Gate-type map:
Scale bar: 50 um.
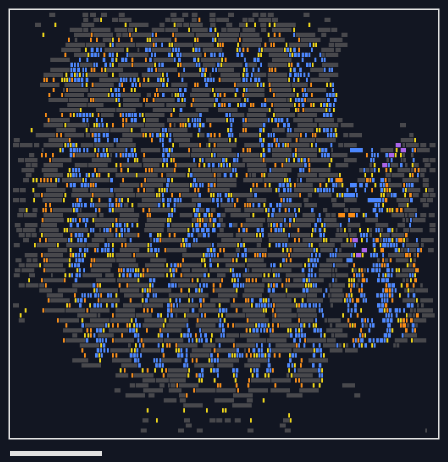
Clock network drawn from the DEF:
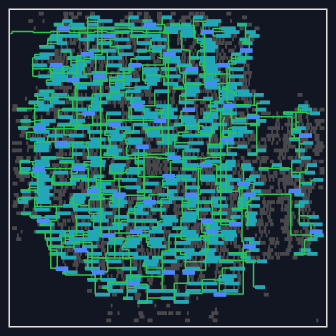
Design rx_tuning_scheduler, sky130hd; sources not shown.
==> results_dict.tcl <==
# place-and-route summary
set metrics [dict create \
    cp.required_ns 8.32 \
    p_int_uw 4390 \
    sh_seq_area 0.525 \
    criticalPathCategory "in -> reg" \
    comb.multi_input.count 1604 \
    globalplace.congestion 0.875 \
    clockBufferDepth 3 \
    r2r_slack_ns 3.17 \
    maxSlewViolCount 0 \
    nClkBuffers 85 \
    grt_util_met2 0.375 \
    detail-route-antenna-nets 0 \
    yosys.area.top_type "edfxtp_1" \
    clk_pin_slew_worst_paths_ns 0.06 \
    period_used_share 0.620 \
    setup_violations 0 \
    powerSeq_uw 2950 \
    synth_area_sq_um 23900 \
    combPwrFrac 0.062 \
    n_fill_cell 4734 \
    grtUsageMet3 0.0324 \
    place_area_sq_um 25200 \
    dp.final_hpwl_um 32400 \
    ys_cells 2777 \
    taps 688 \
    buffers 125 \
    layout-drive-gt1-share 0.0460 \
    cts_setup_buffers 0 \
    grt_usage 0.226 \
    status "finished, final reports clean" \
    min_path_cells 2 \
    die_y_um 232 \
    row_count 84 \
    inv_count 509 \
    ys_chip_area_sq_um 23900 \
    drt-total-wl_um 60200 \
    antenna_cells 0 \
    top_area_cell_class "sequential cells" \
    switchingPower_uw 1300 \
    fp_nets 2844 \
    fin_ws_ns 3.08 \
    period_minus_slack_ns 5.02 \
    cts_root_buf "clkbuf_16" \
    synth.top_cell.area_share 0.482 \
    maxCapViolCount 0 \
    start_kind "input port" \
    cp_data_arrival_time_ns 5.24 \
    fin_util 0.512 \
    peakVddDrop_uv 162 \
    cts_tree "done" \
    antenna_found_initial 0 \
    buf_share 0.0442 \
    cp_common_cell "nand2_2" \
    first_pass_iters 6 \
    p_per_area_nw_per_um2 212 \
    yosysUniqueCellTypes 39 \
    htreeDepth 2 \
    area_growth_pct 12.5 \
    num_vias 18400 \
    synthCells 2777 \
    numCtsBuffers 53 \
    cts_resized 0 \
    dieArea_sq_um 54000 \
    overflow 0 \
    slew_headroom 0.136 \
    crit_chain "clkdlybuf4s50_1, inv_1, nand3_1, nor2_1, nand2_2, nand2_2, buf_4" \
    coreArea_sq_um 52600 \
    crit_path_top_delay_cell "nand2_2" \
    grt_util_met1 0.297 \
    clkCellAreaFrac 0.0624 \
    synth_seq_share 0.590 \
    power_uw 5690 \
    hp-class "reg -> reg" \
    power_leader "sequential cells" \
    final_cell_area_sq_um 26900 \
    path_max_fanout 49 \
    via_per_inst 5.19 \
    grt_busiest_layer "met2" \
    yosys_warnings 0 \
    first_iter_violations 1624 \
    area_leaders "edfxtp_1 (48%), dfxtp_1 (11%), nand2_1 (9.0%), nand3_1 (8.9%), inv_1 (8.0%)" \
    clock-sinks 513 \
    die_w_um 232 \
    register_area_sq_um 14100 \
    initial_core_util 0.455 \
    postCtsHoldBufs 0 \
    final-comb-area_sq_um 7140 \
    max_clock_freq_ghz 0.199 \
    worstMarginPinSlew_ns 1.29 \
    dp_slack_ns 2.49 \
    nets 2873 \
    route.detailed.drc 0 \
    p_comb_uw 354 \
    post_drt_wl_per_cell_um 17.0 \
    power.leakage_uw 0.0121 \
    rr_worst_depth 20 \
    ys_ff 513 \
]
-- 'gate-type map' (at the start) --
- inv cells: yellow (cells 509; most used inv_1; where spread over the die)
- xor and xnor cells: purple (cells 7; most used xor2_1)
- nor cells: orange (cells 464; most used nor2_1; where spread over the die)
- nand cells: blue (cells 1025; most used nand2_1; where spread over the die)
Finished Layout Cells: 3537
fraction of area in multi-input gates: 0.265
most numerous logic cell after layout: nand2_1

-- 'clock network drawn from the DEF' (at the start) --
- clock drivers: blue (count 53)
- flip-flops: cyan (count 513)
- clock wires: green (length 6300 um)
- routed clock nets: 54
Clk pwr share: 0.418
P_clk: 2380 uW
Worst-Skew Late Latency: 0.63 ns
worst-case clock skew: 0.0346 ns

-- synthesized netlist by cell type, drive strengths merged --
cell     number
nand2       578
inv         509
nor2        445
nand3       426
edfxtp      384
dfxtp       129
buf          82
clkbuf       69
o21ai        36
a22o         32
a21oi        22
nand4        19
nor3         15
ha            6
xor2          4
a31oi         3
nor4          3
xnor2         3
and2          2
nand3b        2
a2111oi       1
a211oi        1
conb          1
nor3b         1
o21a          1
o31ai         1
or2           1
or4           1
-- stage by stage --
stage	hold WS [ns]	cells
CTS	0.434	3537
detailed placement	0.414	3439
global placement	0.412	3439
floorplan	0.396	2777
finish	0.431	3537
global route	0.445	3537
-- logic make-up (layout without fill, tap and decap cells) --
family	after synthesis	count (layout)	share of synthesized area
simple gates	1493	1493	0.262
compound gates	97	97	0.0261
fa+ha+maj	6	6	0.00314
xor+xnor	7	7	0.00256
other cells	1	1	0.000157
flops	513	513	0.590
buf+inv	660	732	0.115
-- cells in the final DEF (no fill, tap or decap), drive strengths merged, types with 6 or more instances in the layout --
cell           count
inv              509
ha                 6
o21ai             36
clkdlybuf4s50    100
dfxtp            129
buf               25
nor2             445
clkinv            11
nand2            578
nand4             19
nand3            426
nor3              15
a22o              32
a21oi             22
clkbuf            85
edfxtp           384
-- layer usage --
layer | share of wire | up-vias | wire (um)
met4 | 0.031 | 0 | 1890
met5 | 0 | - | 0
met2 | 0.47 | 736 | 28400
met3 | 0.075 | 135 | 4530
li1 | - | 8824 | -
met1 | 0.42 | 8670 | 25300
-- worst max-delay path: cells and delay by family --
family	cells	cell delay, ns
simple gates	4	1.90
buf+inv	3	2.09
Power figures rest on the tool's default switching activity, not on a simulated workload.
